<file path="src/rtl/branch_resolve.sv">
// Branch resolve unit: decodes the branch condition from the comparator
// results, owns the PC register, computes the next PC and runs the
// post-redirect flush sequencer.
// Optional build feature: define BRANCH_RESOLVE_STATS_EN to add the
// branch_cnt / taken_cnt statistics outputs.
module branch_resolve #(
    parameter int                  PC_WIDTH     = 32,
    parameter logic [PC_WIDTH-1:0] RESET_PC     = '0,
    parameter int                  FLUSH_CYCLES = 2,
    parameter int                  STAT_WIDTH   = 32
) (
    input  logic                clk,
    input  logic                rst,
    input  logic                stall,
    input  logic                br_valid,
    input  logic                is_jal,
    input  logic                is_jalr,
    input  logic [2:0]          funct3,
    input  logic [PC_WIDTH-1:0] br_target,
    input  logic                br_eq,
    input  logic                br_lt,
    output logic                br_un,
    output logic                pc_write,
    output logic [PC_WIDTH-1:0] pc,
    output logic [PC_WIDTH-1:0] pc_plus4,
    output logic                redirect,
    output logic                flush,
    output logic                misalign
`ifdef BRANCH_RESOLVE_STATS_EN
    ,
    output logic [STAT_WIDTH-1:0] branch_cnt,
    output logic [STAT_WIDTH-1:0] taken_cnt
`endif
);

    // Counter is at least one bit wide so FLUSH_CYCLES=0 still elaborates.
    localparam int CNT_W = (FLUSH_CYCLES > 0) ? $clog2(FLUSH_CYCLES + 1) : 1;
    localparam logic [CNT_W-1:0] CNT_LOAD =
        CNT_W'((FLUSH_CYCLES > 0) ? (FLUSH_CYCLES - 1) : 0);

    typedef enum logic {
        S_RUN   = 1'b0,
        S_FLUSH = 1'b1
    } state_t;

    state_t              state_q;
    state_t              state_d;
    logic [CNT_W-1:0]    cnt_q;
    logic [CNT_W-1:0]    cnt_d;
    logic [PC_WIDTH-1:0] pc_q;
    logic [PC_WIDTH-1:0] eff_target;
    logic                cond;
    logic                raw_take;
    logic                bad_align;
    logic                take;

    // Conditional-branch decode from funct3; 010/011 are not branches.
    function automatic logic branch_cond(input logic [2:0] f3,
                                         input logic       eq,
                                         input logic       lt);
        logic c;
        case (f3)
            3'b000:  c = eq;
            3'b001:  c = ~eq;
            3'b100:  c = lt;
            3'b101:  c = ~lt;
            3'b110:  c = lt;
            3'b111:  c = ~lt;
            default: c = 1'b0;
        endcase
        return c;
    endfunction

    assign br_un    = funct3[1];
    assign pc_write = ~stall & ~rst;
    assign pc       = pc_q;
    assign pc_plus4 = pc_q + PC_WIDTH'(4);
    assign flush    = (state_q == S_FLUSH);

    // JALR drops bit 0 of the computed target; JAL and branches use it as is.
    assign eff_target = is_jalr ? {br_target[PC_WIDTH-1:1], 1'b0} : br_target;
    assign cond       = branch_cond(funct3, br_eq, br_lt);

    // pc_write gating keeps a frozen comparator from ever producing a take.
    assign raw_take  = pc_write & (state_q == S_RUN) &
                       (is_jalr | is_jal | (br_valid & cond));
    assign bad_align = raw_take & (eff_target[1:0] != 2'b00);
    assign take      = raw_take & ~bad_align;

    // PC register: reset, redirect to target, sequential step, or hold.
    always_ff @(posedge clk) begin
        if (rst) begin
            pc_q <= RESET_PC;
        end else if (pc_write && take) begin
            pc_q <= eff_target;
        end else if (pc_write) begin
            pc_q <= pc_plus4;
        end
    end

    // One-cycle status pulses reported the cycle after the decision.
    always_ff @(posedge clk) begin
        if (rst) begin
            redirect <= 1'b0;
            misalign <= 1'b0;
        end else begin
            redirect <= take;
            misalign <= bad_align;
        end
    end

    // Flush sequencer state register.
    always_ff @(posedge clk) begin
        if (rst) begin
            state_q <= S_RUN;
            cnt_q   <= '0;
        end else begin
            state_q <= state_d;
            cnt_q   <= cnt_d;
        end
    end

    // Flush sequencer next state: count down only on cycles the PC advances.
    always_comb begin
        state_d = state_q;
        cnt_d   = cnt_q;
        case (state_q)
            S_RUN: begin
                if (take && (FLUSH_CYCLES > 0)) begin
                    state_d = S_FLUSH;
                    cnt_d   = CNT_LOAD;
                end
            end
            S_FLUSH: begin
                if (pc_write) begin
                    if (cnt_q == '0) begin
                        state_d = S_RUN;
                    end else begin
                        cnt_d = cnt_q - CNT_W'(1);
                    end
                end
            end
            default: begin
                state_d = S_RUN;
                cnt_d   = '0;
            end
        endcase
    end

`ifdef BRANCH_RESOLVE_STATS_EN
    // A conditional branch counts only when it is not overridden by a jump.
    logic br_counted;
    assign br_counted = br_valid & ~is_jal & ~is_jalr & pc_write &
                        (state_q == S_RUN);

    // Saturating statistics counters.
    always_ff @(posedge clk) begin
        if (rst) begin
            branch_cnt <= '0;
            taken_cnt  <= '0;
        end else begin
            if (br_counted && (branch_cnt != '1)) begin
                branch_cnt <= branch_cnt + STAT_WIDTH'(1);
            end
            if (br_counted && take && (taken_cnt != '1)) begin
                taken_cnt <= taken_cnt + STAT_WIDTH'(1);
            end
        end
    end
`endif

endmodule

</file>
<file path="config.mk">
export PLATFORM = sky130hd
export DESIGN_NAME = branch_resolve
export DESIGN_NICKNAME = d
export VERILOG_FILES = /design/src/rtl/branch_resolve.sv
export SDC_FILE = /design/constraint.sdc
export NUM_CORES = 1
export LEC_CHECK = 0
export ABC_AREA = 1
export CORE_UTILIZATION = 49
export CTS_BUF_LIST = sky130_fd_sc_hd__clkbuf_8
export DETAILED_ROUTE_END_ITERATION = 8
export PLACE_DENSITY_LB_ADDON = 0.25
export RECOVER_POWER = 25
export SYNTH_ARGS = -nofsm -noshare
export SYNTH_HDL_FRONTEND = slang
export SYNTH_SLANG_ARGS = --single-unit
export TNS_END_PERCENT = 1
</file>
<file path="constraint.sdc">
create_clock -name clk -period 4.63 [get_ports clk]
set_input_delay 0.926 -clock clk [delete_from_list [all_inputs] [get_ports clk]]
set_output_delay 0.926 -clock clk [all_outputs]
set_load 0.02 [all_outputs]
</file>
run_1/met1.png
Supply wires on this layer in grey.
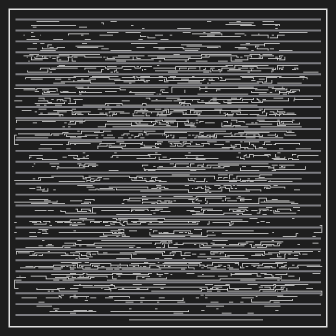
nets with wire on the layer = 577
main direction = horizontal
longest straight run = 33.1 um
share of all routed wire = 43%

run_1/met2.png
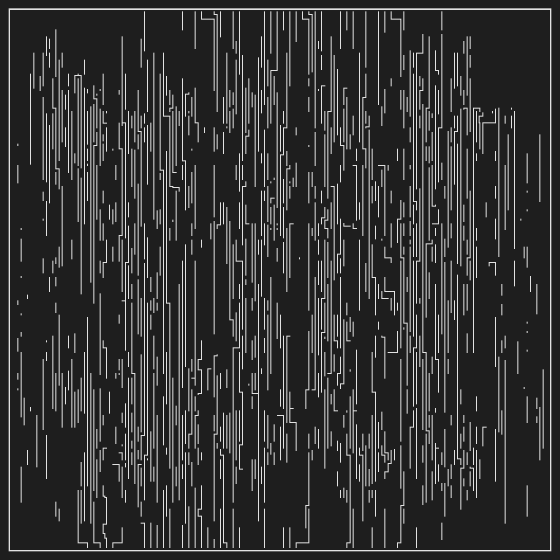
nets with wire on the layer = 511
wire length on this layer = 4440 um
main direction = vertical
longest straight run = 36.0 um

==> impl.org, run 1 <==
* Flow results

** Timing
- RSZ-0062 raised after global routing :: false
- The pin closest to its max-slew limit shows a slew of 0.7434 ns.
- Per the final report, max-transition violations number 0.
- Worst hold slack across all endpoints :: 0.4878 ns
- Final hold vios :: 0
- The final critical path takes up 75.07% of the cycle.
- From the final report, the count of setup violators was given as 0.
- Highest clock frequency the design can meet :: 287.7 MHz
- Worst relative slew slack :: 50.38%
- Setup total negative slack on the finished layout was measured at 0 ns.
- After layout, the minimum clock period comes to 3.476 ns.
- Final Skew :: 0.004700 ns

** Setup path
- Required time reported for the critical path endpoint :: ~3.7 ns
- The setup path with the least slack is of type reg -> out.
- Launching element type of the critical path :: register
- The cell sequence reported for the critical path is ha_1 -> inv_1 -> nor2_2 -> nand2_2 -> nor2_4 -> nand3_1 -> nand2_1 -> nand2_1 -> inv_1 -> clkdlybuf4s50_1.
- Along the worst path, the maximum fanout reaches 7.
- Endpoint kind of the worst setup timing path :: primary output
- Critical path data arrival time :: 2.55 ns
- In this design, the stage delay of the slowest critical-path cell is 0.60 ns.
- For this design, the slowest cell found on the critical path is clkdlybuf4s50_1.

** Logic synthesis
- The cell-mix breakdown from Yosys lists the XOR/XNOR area share as ~3.7%.
- Distinct lib cells used :: 24
- Mux share :: 0%
- Top area contributor share :: 25.82%
- Adder-cell share of the synthesized area :: 0.8722%
- Post-synthesis average cell area :: 5.750 um^2
- Largest cells by area after synthesis :: dfxtp_1 (26%), nand2_1 (24%), inv_1 (8.5%)
- Summing the areas of all compound-gate instances in the mapped netlist gives ~6.7% of the synthesized area.
- Yosys top cell by instances :: nand2_1
- Yosys mapped a number of flops with a built-in enable equal to 0.
- Most used standard cells in the synthesized netlist :: nand2_1 (181), inv_1 (65), nor2_1 (40)
- When the netlist entered floorplanning its net count stood at about 540.
- Synthesized instance count :: 499
- The Yosys step of the flow raised 0 warnings.
- Async set or reset register ratio after synthesis :: 0%
- In the synthesized netlist the dominant register cell turns out to be dfxtp_1.
- Synth flops :: 37
- After synthesis, the largest family of logic cells by area is simple AND/OR/NAND/NOR gates.
- Post-synth top area cell :: dfxtp_1
- Yosys stat counts 499 cells in the synthesized netlist.
- For this run, the chip area from Yosys synthesis comes to 2869 um^2.
- The share of the Yosys chip area taken by registers is 25.82%.
- In this run, the synthesized area fraction spent on and/or/nand/nor cells is recorded as 49.93%.
- The synthesized netlist occupies a cell area of 2869 um^2.

** Floorplanning
- The initialized floorplan defines 27 standard-cell rows.
- Overall die width :: 78.52 um
- In this run the full chip footprint comes out at 6165 um^2.
- Area of the placeable core :: 5574 um^2
- Die height :: ~79 um
- In the floorplan report the effective utilization is 51.47%.
- 112 I/O pins were placed.

** Outcome
- The flow ran to the end, and the final reports show no timing, DRC or antenna violations.

** Cells and area
- The post-route netlist has 6.667% of its cells at a drive strength greater than 1.
- The number of antenna diodes in the final layout is 0.
- Compared with the post-synthesis result, the final layout area differs by 42.39%.
- Count of nets after finishing :: ~640

** Detailed routing
- Per the detail_route report, routed wire per instance is roughly 13 um.
- Dividing the detail-routed via count by the number of cells gives 5.238.
- Routed via count :: 3520
- Total wire length :: ~9000 um
- First DRT Iteration DRCs :: 215
- Per the post-route antenna check, the number of violating nets is 0.
- The routed layout reports a DRC error count of 0.
- Number of detailed-routing iterations run before antenna repair :: 6

** Clock network
- The number of setup buffers added after CTS is 0.
- In this run the deepest clock path goes through 2 buffers.
- Clock latency on the worst-skew pair :: 0.30 ns
- Total of hold buffers inserted after clock tree synthesis :: 0
- Total clock buffers created by CTS :: 5
- The CTS log lists the clock sinks for this run as 37.
- Clock tree synthesis selected as its root buffer the cell clkbuf_8.
- CTS built an H-tree with a depth of 2.
- On the worst setup and hold paths after CTS, the clock-pin slew comes to 0.08 ns.
- CTS tree :: built
- Post-CTS sizing :: 0

** Flow run
- The tool warning count for the run is 26.
- Max-capacitance violation count :: 0

** GRT
- Via count of the first global-routing pass :: 3244
- Global routing used 30.27% of the available tracks.
- Antenna violations before repair :: 0
- The first global-routing pass estimated between 10000 and 15000 um of wire.
- Pin count of the biggest net entering global routing :: 36
- Global routing finished with a remaining overflow of 0.

** Worst hold path
- Note that the worst hold path type here is reg -> reg.

** Power and ir drop
- Power density relative to cell area :: 176.2 nW/um^2
- Leak :: 1.780 nW
- Peak ir drop on the vdd network :: 179.5 uV

** Placement
- Final weighted congestion in routability-driven placement :: about 0.9
- Half-perimeter wire length of the detailed placement result :: 6694 um
- Number of I/O port buffers :: 111
run_1/met3.png
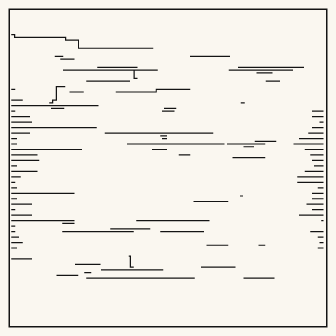
wire length on this layer = 642 um
longest straight run = 26.7 um
nets with wire on the layer = 89
share of all routed wire = 7.1%
main direction = horizontal

-- run 1: power breakdown --
group          internal [W]  leakage [nW]  switching [W]  total [W]
Clock              0.000106        0.0364       0.000130   0.000235
Combinational     0.0000702          1.44      0.0000787   0.000149
Sequential         0.000325         0.299      0.0000107   0.000336
-- run 1: worst max-delay path: cells and delay by family (launching register included) --
| kind | cells | cell delay (ns) |
|---|---|---|
| adder cells (fa/ha/maj) | 1 | 0.26 |
| flip-flops | 1 | 0.53 |
| buffers and inverters | 3 | 0.76 |
| AND/OR/NAND/NOR | 6 | 0.70 |
-- run 1: flip-flops by register name, summed over array words and instances (netlist names) --
signal,flops
cnt_q,2
misalign,1
flush,1
pc,32
redirect,1
-- run 1: through the flow --
stage / utilization (%) / instances / setup WS [ns] / instance area [um^2] / total power (W)
after floorplan: - / 499 / 2.175 / 2869 / 0.0004155
after global placement: 71.65 / 664 / 1.069 / 3994 / 0.0004886
after detailed placement: 71.65 / 664 / 0.9019 / 3994 / 0.0004916
after CTS: 73.29 / 672 / 1.169 / 4085 / 0.0007230
after global routing: 73.29 / 672 / 0.9460 / 4085 / 0.0007511
final: 73.29 / 672 / 1.154 / 4085 / 0.0007199
-- run 1: final cells by class --
cell class | count | area [um^2]
well taps | 72 | 90.09
repair buffers | 117 | 1156
clock inverters | 3 | 22.52
inverters | 66 | 247.7
flip-flops and latches | 37 | 740.7
clock buffers | 5 | 68.82
fillers | 490 | 1489
multi-input cells | 372 | 1759
-- run 1: cells in the final DEF (no fill, tap or decap) --
| master | netlist | routed |
|---|---|---|
| dlygate4sd3_1 | 0 | 26 |
| clkdlybuf4s50_1 | 0 | 85 |
| nand2_2 | 6 | 6 |
| nand3_2 | 1 | 1 |
| or2_2 | 1 | 1 |
| a21oi_1 | 33 | 32 |
| nor2_4 | 1 | 1 |
| nand2_1 | 181 | 181 |
| nand3b_1 | 12 | 12 |
| inv_1 | 65 | 65 |
| buf_4 | 6 | 6 |
| ha_1 | 2 | 2 |
| a21oi_2 | 0 | 1 |
| xor2_1 | 6 | 6 |
| nor3_1 | 1 | 1 |
| xnor2_1 | 6 | 6 |
| nand3_1 | 31 | 31 |
| nor2_2 | 15 | 15 |
| o21bai_1 | 1 | 1 |
| o21ai_0 | 4 | 4 |
| dfxtp_1 | 37 | 37 |
| clkbuf_8 | 0 | 5 |
| nand4_1 | 31 | 31 |
| inv_2 | 1 | 1 |
| clkinvlp_4 | 0 | 3 |
| nor2_1 | 40 | 40 |
-- run 1: worst paths after layout --
path	startpoint	cells after the start	end	slack (ns)
max	pc[2]$_SDFFE_PP0P_	10	pc_plus4[20]	1.15
min	pc[0]$_SDFFE_PP0P_	2	pc[0]$_SDFFE_PP0P_	0.49
max reg2reg	flush$_SDFF_PP0_	6	cnt_q[0]$_SDFFE_PP0P_	2.66
min reg2reg	pc[0]$_SDFFE_PP0P_	2	pc[0]$_SDFFE_PP0P_	0.49
-- run 1: per-layer routing --
layer	routed length [um]	global-route usage, %	up-vias
met1	3838	37.20	1596
met2	4439	53.48	146
met4	90	8.333	0
li1	-	-	1769
met3	642	5.465	9
met5	0	0	-
run_1/final_clocks.png
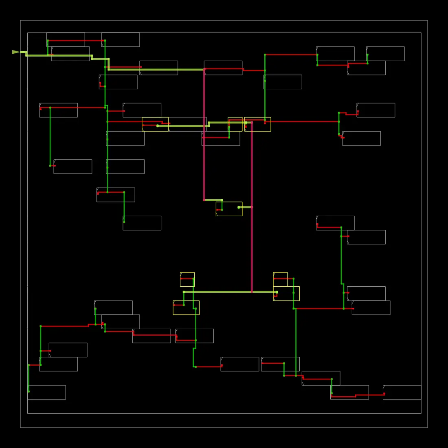

--- run 2 (diff from run 1) ---
--- a/config.mk
+++ b/config.mk
@@ -6,7 +6,7 @@
 export NUM_CORES = 1
 export LEC_CHECK = 0
 export ABC_AREA = 1
-export CORE_UTILIZATION = 49
+export CORE_UTILIZATION = 46
 export CTS_BUF_LIST = sky130_fd_sc_hd__clkbuf_8
 export DETAILED_ROUTE_END_ITERATION = 8
 export PLACE_DENSITY_LB_ADDON = 0.25
==> constraint.sdc (replaced) <==
create_clock -name clk -period 3.4 [get_ports clk]
set_input_delay 0.68 -clock clk [delete_from_list [all_inputs] [get_ports clk]]
set_output_delay 0.68 -clock clk [all_outputs]
set_load 0.02 [all_outputs]
run_2/final_clocks.png
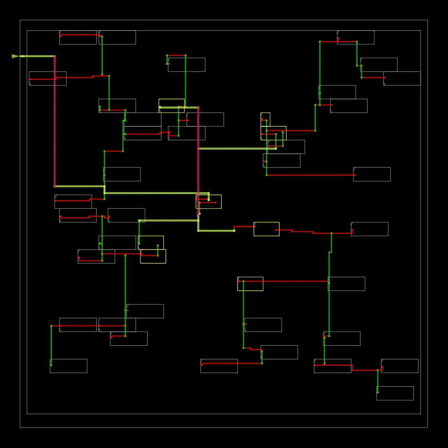
clock latency on the worst-skew pair: 0.30 ns
CTS sink cnt: 37
Clk. pwr: 0.000353 W

==> run 2 against run 1 <==
  * Critical path depth is the same
  * Worst hold slack worse by 0.010 ns
  * First-iteration DRC count shrank 4.2%
  * Largest power group unchanged
  * Sequential power increased by 36%
  * Global-route usage is 1.0 points lower
  * Design area grew 0.31%
  * Die area rose by 6.4%
  * Combinational power grew 38%
  * Power up 41%
  * Register-to-register slack lost 1.2 ns
==> impl.org, run 2 <==
* Flow results

** Detailed routing
- For this run, design rule violations remaining after detail routing come to 0.
- After detailed routing, the number of vias per cell comes to roughly 5.3.
- Wires add up to 9395 um.
- Number of detailed-routing iterations run before antenna repair :: 4
- The first routing iteration left 206 violations.
- Routed Antenna Nets :: 0

** Logic synthesis
- The synthesized instance count is ~500.
- For reference, the top cells by area after synthesis are dfxtp_1 (26%), nand2_1 (24%), inv_1 (8.5%).
- Looking at the cell usage after synthesis, the top flip-flop cell is dfxtp_1.
- Post-synth top area cell :: dfxtp_1
- The synthesis report gives the async set-or-reset register share as 0%.
- Distinct lib cells used :: 24
- A synthesized cell averages 5.750 um^2.
- Yosys top cell by instances :: nand2_1
- Post-synth EDFFs :: 0
- Chip area estimate from yosys synthesis :: 2869 um^2
- The synthesized design contains 37 register bits.
- For this run, the number of Yosys warnings is 0.
- Of the synthesized area, sequential elements account for ~26%.
- For this design, Yosys synthesis ends with a cell count of ~500.
- Most used standard cells in the synthesized netlist :: nand2_1 (181), inv_1 (65), nor2_1 (40)
- Synthesized Nets :: around 540

** Clock network
- Post-CTS timing repair inserted 0 buffers for setup.
- Buffers inserted to repair hold after CTS numbered 0.
- The number of gates resized after CTS was 0.
- Clock-pin slew on the worst setup and hold paths :: roughly 0.08 ns
- In this run the deepest clock path goes through 2 buffers.
- Per the CTS log, the root buffer master is clkbuf_8.

** GRT
- The number of global-route vias before repair is 3273.
- The global routing report lists combined usage of all routing layers as a little under 30%.
- Antenna violations before repair :: 0
- Pin count of the biggest net entering global routing :: 31
- First-pass GRT wire length :: 14990 um

** Timing
- Worst hold slack across all endpoints :: 0.4773 ns
- Counting pins that exceed their max-slew limit in the final report gives 0.
- In this build the clock could be raised as far as about 320 MHz.
- Endpoints failing setup :: 0
- For reference, the final report shows the hold violation count at 0.
- In the final timing run, aggregate negative setup slack is 0 ns.
- Setup repair after global routing left no endpoint under its margin.

** Cells and area
- The final layout contains 645 nets.
- The most common logic cell in the final layout is nand2_1.
- The layout summary lists the proportion of cells stronger than drive strength 1 as 6.489%.
- The register with the most flip-flops in the layout has 32 of them.
- Most used cells in the layout excluding fill and tap cells :: nand2_1 (181), clkdlybuf4s50_1 (87), inv_1 (65), nor2_1 (40), dfxtp_1 (37)
- Layout area overhead :: 42.83%
- Design area :: slightly above 4000 um^2

** Power and ir drop
- The design draws roughly 0.0010 W.
- Power density relative to cell area :: 247.9 nW/um^2

** Outcome
- The flow ran to the end, and the final reports show no timing, DRC or antenna violations.

** Setup path
- Per STA, the worst path accumulates the most delay in the family buffers and inverters.
- Of all nets on the critical path, the largest fanout is 7.
- Counting both buffers and inverters, the worst setup path holds a total of 3.
- The critical path's slowest stage uses the library cell clkdlybuf4s50_1.
- In the setup report, the worst path falls into the class reg -> out.
- Critical path data arrival time :: between 2 and 2.5 ns
- The critical path goes through ha_1 -> inv_1 -> nor2_2 -> nand2_2 -> nor2_4 -> nand3_1 -> nand2_1 -> nand2_1 -> inv_1 -> clkdlybuf4s50_1.
- Required time reported for the critical path endpoint :: 2.72 ns
- STA classifies the critical path startpoint as a register.
- Endpoint kind of the worst setup timing path :: primary output

** Placement
- Final weighted congestion in routability-driven placement :: 0.9011
- The placement report lists the number of port buffers as 111.
- Detailed placement reports a standard cell area of 4005 um^2.
- Detailed placement ended at an HPWL of 6840 um.

** Floorplanning
- Pre-placement core utilization :: roughly 48%
- Die height :: around 80 um
- The horizontal die dimension reported for this design is 80.98 um.
- The floorplan step defined a core boundary enclosing a little under 6000 um^2.

** Flow run
- The number of maximum-capacitance violations recorded for the run is 0.
- OpenROAD emitted warnings numbering 26.
-- run 2: path summary, 6_finish.rpt --
| kind | startpoint | endpoint | cells past startpoint |
|---|---|---|---|
| min | pc[1]$_SDFFE_PP0P_ | pc[1]$_SDFFE_PP0P_ | 2 |
| min reg2reg | pc[1]$_SDFFE_PP0P_ | pc[1]$_SDFFE_PP0P_ | 2 |
| max reg2reg | flush$_SDFF_PP0_ | cnt_q[1]$_SDFFE_PP0P_ | 6 |
| max | pc[2]$_SDFFE_PP0P_ | pc_plus4[20] | 10 |
-- run 2: final cells by class --
cell class / instances / area, um^2
Tap cell: 75 / 93.84
Fill cell: 564 / 1858
Timing Repair Buffer: 118 / 1160
Sequential cell: 37 / 740.7
Multi-Input combinational cell: 372 / 1754
Inverter: 66 / 247.7
Clock buffer: 7 / 96.34
Clock inverter: 1 / 5.005
-- run 2: metal layers --
layer | GRT usage, % | wire length (um) | part of all wire, % | vias to the layer above
met5 | 0 | 0 | 0 | -
met4 | 9.286 | 170 | 1.8 | 0
met3 | 6.067 | 686 | 7.3 | 19
met2 | 49.50 | 4411 | 47 | 153
met1 | 36.87 | 4127 | 44 | 1650
li1 | - | - | - | 1770
-- run 2: cells by family (layout without fill, tap and decap cells) --
logic type	count (synthesis)	count (layout)	share of synthesized area (%)
buf+inv	90	192	13.00
simple gates	320	320	49.93
fa+ha+maj	2	2	0.8721
flops	37	37	25.82
xor+xnor	12	12	3.663
compound gates	38	38	6.716
-- run 2: where the power goes --
part	internal [W]	switching (W)	leakage, nW
Clock	0.000184	0.000170	0.0542
Sequential	0.000442	0.0000136	0.299
Combinational	0.0000956	0.000111	1.44
-- run 2: tightest hold or removal path, delay by kind of cell, from the launching register on --
kind | cells | cell delay (ns)
DFF | 1 | 0.33
and+or+nand+nor | 1 | 0.08
buffers and inverters | 1 | 0.04
-- run 2: per-stage QoR --
step	util (%)	worst slack (ns)
global placement	67.25	0.7268
finish	68.80	0.2983
CTS	68.95	0.3033
global route	68.80	0.1741
detailed placement	67.25	0.6150
floorplan	-	1.191
run_2/met3.png
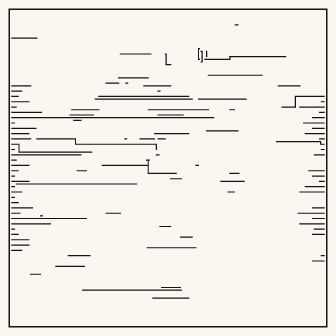

--- run 3 (diff from run 2) ---
--- a/config.mk
+++ b/config.mk
@@ -6,6 +6,7 @@
 export NUM_CORES = 1
 export LEC_CHECK = 0
 export ABC_AREA = 1
+export CORE_ASPECT_RATIO = 0.75
 export CORE_UTILIZATION = 46
 export CTS_BUF_LIST = sky130_fd_sc_hd__clkbuf_8
 export DETAILED_ROUTE_END_ITERATION = 8
run_3/met3.png
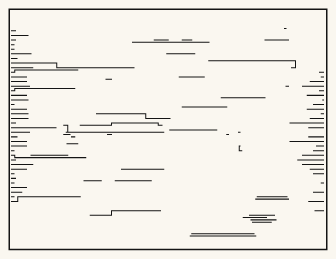
longest straight run = 28.7 um
share of all routed wire = 7.3%
nets with wire on the layer = 86
main direction = horizontal
wire length on this layer = 693 um

==> run 3 against run 2 <==
  * First-iteration DRC count down 5.8%
  * Die area about the same
  * Power up 5.1%
  * Synthesized area unchanged
  * Setup slack better by 0.0049 ns
  * Worst hold slack better by 0.0069 ns
  * Final cell count up 0.59%
  * Critical path type unchanged
  * Largest cell class unchanged
==> impl.org, run 3 <==
* Flow results

** Setup path
- Maximum cell stage delay along the critical path :: 0.59 ns
- Endpoint kind of the worst setup timing path :: primary output
- CP Max Fanout :: 7
- Crit-path slowest cell :: clkdlybuf4s50_1
- Critical path data arrival time :: between 2 and 2.5 ns
- The critical path endpoint has a required time of 2.72 ns.
- The worst setup path is of the reg -> out kind.
- Launching element type of the critical path :: register

** Cells and area
- By instance count after routing, the leading logic cell type is nand2_1.
- Total inserted antenna cells :: 0
- Register area :: around 740 um^2
- Most used cells in the layout excluding fill and tap cells :: nand2_1 (181), clkdlybuf4s50_1 (85), inv_1 (66), nor2_1 (40), dfxtp_1 (36)
- Share of layout cells above drive strength 1 :: approximately 7.0%
- Design area :: 4134 um^2
- Largest register FFs :: 32
- The area taken by multi-input combinational cells is reported as 1759 um^2.
- Layout filler cell count :: 547
- Layout area overhead :: 44.09%
- Count of nets after finishing :: approximately 650

** Timing
- Subtracting the final worst setup slack from the clock period gives 3.097 ns.
- On the final layout, the worst clock skew is 0.009424 ns.
- Final hold vios :: 0
- Max-slew violation count :: 0
- For the pin with the worst max-slew slack, the measured transition is 0.4712 ns.
- Setup repair after global routing left no endpoint under its margin.
- Endpoints failing setup :: 0
- Worst relative slew slack :: 68.26%
- After layout, the worst path uses between 90% and 100% of the clock period.
- The final timing report gives a worst setup slack of ~0.30 ns.
- Setup TNS :: 0 ns

** GRT
- The layer flagged by global routing as most heavily used is met2.
- Met2 capacity usage during global routing :: 46.65%
- For this run, global-route usage on met3 was measured as 6.209%.
- The number of antenna violations at the first check in global routing came to 0.
- met1 track demand over resource after global routing is 40.66%.
- Across every metal layer, demand over resource in global routing totals 29.26%.
- Pin count of the biggest net entering global routing :: 31
- The first global-routing pass estimated 15190 um of wire.
- Via count of the first global-routing pass :: approximately 3200
- Remaining Overflow, GRT :: 0

** Logic synthesis
- Synthesis produced a netlist whose cell count is around 500.
- In this run the cell area of the synthesized design comes to 2869 um^2.
- Main flop type :: dfxtp_1
- Yosys reports a chip area of ~2900 um^2.
- Yosys top cell by instances :: nand2_1
- Fraction of synthesized cell area in xor and xnor cells :: about 3.7%
- After synthesis, the share of cell area in mux cells is 0%.
- Post-synth EDFFs :: 0
- Aoi/oai-family share of the synthesized area :: approximately 6.7%
- Async set or reset register ratio after synthesis :: 0%
- Distinct lib cells used :: 24
- Largest cells by area after synthesis :: dfxtp_1 (26%), nand2_1 (24%), inv_1 (8.5%)
- Of the synthesized area, sequential elements account for 25.82%.
- Adder-cell share of the synthesized area :: 0.8722%
- The synthesis run shows the most used standard cells to be nand2_1 (181), inv_1 (65), nor2_1 (40).
- After Yosys synthesis, and, or, nand and nor cells account for approximately 50% of the synthesized area.
- Number of cell instances after yosys synthesis :: 499
- The biggest area contributor in the post-synthesis netlist is dfxtp_1.
- Top area contributor share :: 25.82%
- Yosys synthesis warning count :: 0
- Synthesized Nets :: around 540

** Worst hold path
- Classification of the worst-slack hold path :: reg -> reg

** Clock network
- The registers of the reported paths see a clock transition of approximately 0.080 ns.
- Counting the buffers created by CTS gives 5.
- TritonCTS built the clock tree.
- Total setup buffers inserted after CTS :: 0
- Level count of the clock H-tree :: 2
- The tree is rooted in a clkbuf_8.
- CTS sink cnt :: 37
- Clock latency on the worst-skew pair :: approximately 0.29 ns

** Outcome
- Status :: complete, no violations

** Power and ir drop
- The flow reported a cell area power density of 258.1 nW/um^2.
- IR analysis of the VDD net gives a maximum drop of 157.7 uV.
- Leak :: 1.815 nW
- Pwr Total :: 0.001067 W

** Detailed routing
- For this run, the detailed router's first-pass iteration total came to 5.
- Routed via count :: 3540
- Wire length per cell after detailed routing :: 13.98 um
- For this block, the initial DRC count from the detailed router was 194.
- Routed Antenna Nets :: 0
- The script parses the final routing iteration and logs DRC violations as 0.
- Using the TritonRoute via totals, the vias-per-cell ratio works out to 5.206.

** Placement
- Final weighted congestion in routability-driven placement :: 0.8826
- Before CTS, the worst setup slack after placement is 0.4881 ns.
- The placement report lists the number of port buffers as 111.

** Flow run
- In this run the maximum-capacitance check reported violations numbering 0.
- The stage logs contain a warning count of 26.

** Floorplanning
- In this run the standard cell core region covers ~5900 um^2.
- Die Area :: 6560 um^2
- Die height :: 70.40 um
- Row count :: 24
- Pin placement for this block handled around 110 I/O pins.
- Before placement the cells fill 48.50% of the core.
- Overall die width :: approximately 93 um
-- run 3: power by group --
| group | internal [W] | total, W | leakage [nW] | switching, W |
|---|---|---|---|---|
| registers | 0.000443 | 0.000457 | 0.300 | 0.0000143 |
| logic | 0.0000964 | 0.000207 | 1.45 | 0.000111 |
| clock network | 0.000237 | 0.000403 | 0.0626 | 0.000167 |
-- run 3: metal layers --
| metal | share of wire [%] | vias to the layer above |
|---|---|---|
| met3 | 7.3 | 12 |
| li1 | - | 1777 |
| met4 | 0.83 | 0 |
| met2 | 44 | 134 |
| met1 | 48 | 1617 |
| met5 | 0 | - |
-- run 3: cells by family (layout without fill, tap and decap cells) --
group,Yosys count,after routing
AOI/OAI and AO/OA,38,38
xor gates and xnor gates,12,12
adders and majority gates,2,2
buffers and inverters,90,193
DFF,37,37
and+or+nand+nor,320,320
-- run 3: layout make-up --
type	count	area share, %
Sequential cell	37	17.95
Clock inverter	2	0.8172
Multi-Input combinational cell	372	42.55
Tap cell	78	2.361
Inverter	66	5.993
Clock buffer	6	1.998
Timing Repair Buffer	119	28.33
-- run 3: what timing repair did --
| item | 4_1_cts | 5_1_grt |
|---|---|---|
| gates resized | 0 | 1 |
| hold buffers | 0 | 0 |
| endpoints found under the hold margin | 0 | 0 |
| endpoints found under the setup margin | 0 | 1 |
-- run 3: worst max-delay path: cells and delay by family (launching register included) --
kind | cells | cell delay, ns
buf+inv | 3 | 0.72
simple gates | 6 | 0.71
flops | 1 | 0.45
fa+ha+maj | 1 | 0.25
-- run 3: path summary, 6_finish.rpt --
check / from / slack (ns) / end / cells past startpoint
worst min register to register: pc[0]$_SDFFE_PP0P_ / 0.48 / pc[0]$_SDFFE_PP0P_ / 2
worst min-delay path: pc[0]$_SDFFE_PP0P_ / 0.48 / pc[0]$_SDFFE_PP0P_ / 2
worst max-delay path: pc[2]$_SDFFE_PP0P_ / 0.30 / pc_plus4[20] / 10
worst max register to register: pc[2]$_SDFFE_PP0P_ / 1.57 / pc[20]$_SDFFE_PP0P_ / 11
-- run 3: through the flow --
stage	cells	utilization (%)
2_1_floorplan	499	-
3_3_place_gp	672	67.89
3_5_place_dp	672	67.89
4_1_cts	680	69.86
5_1_grt	680	69.88
6_report	680	69.88
Power figures rest on the tool's default switching activity, not on a simulated workload.
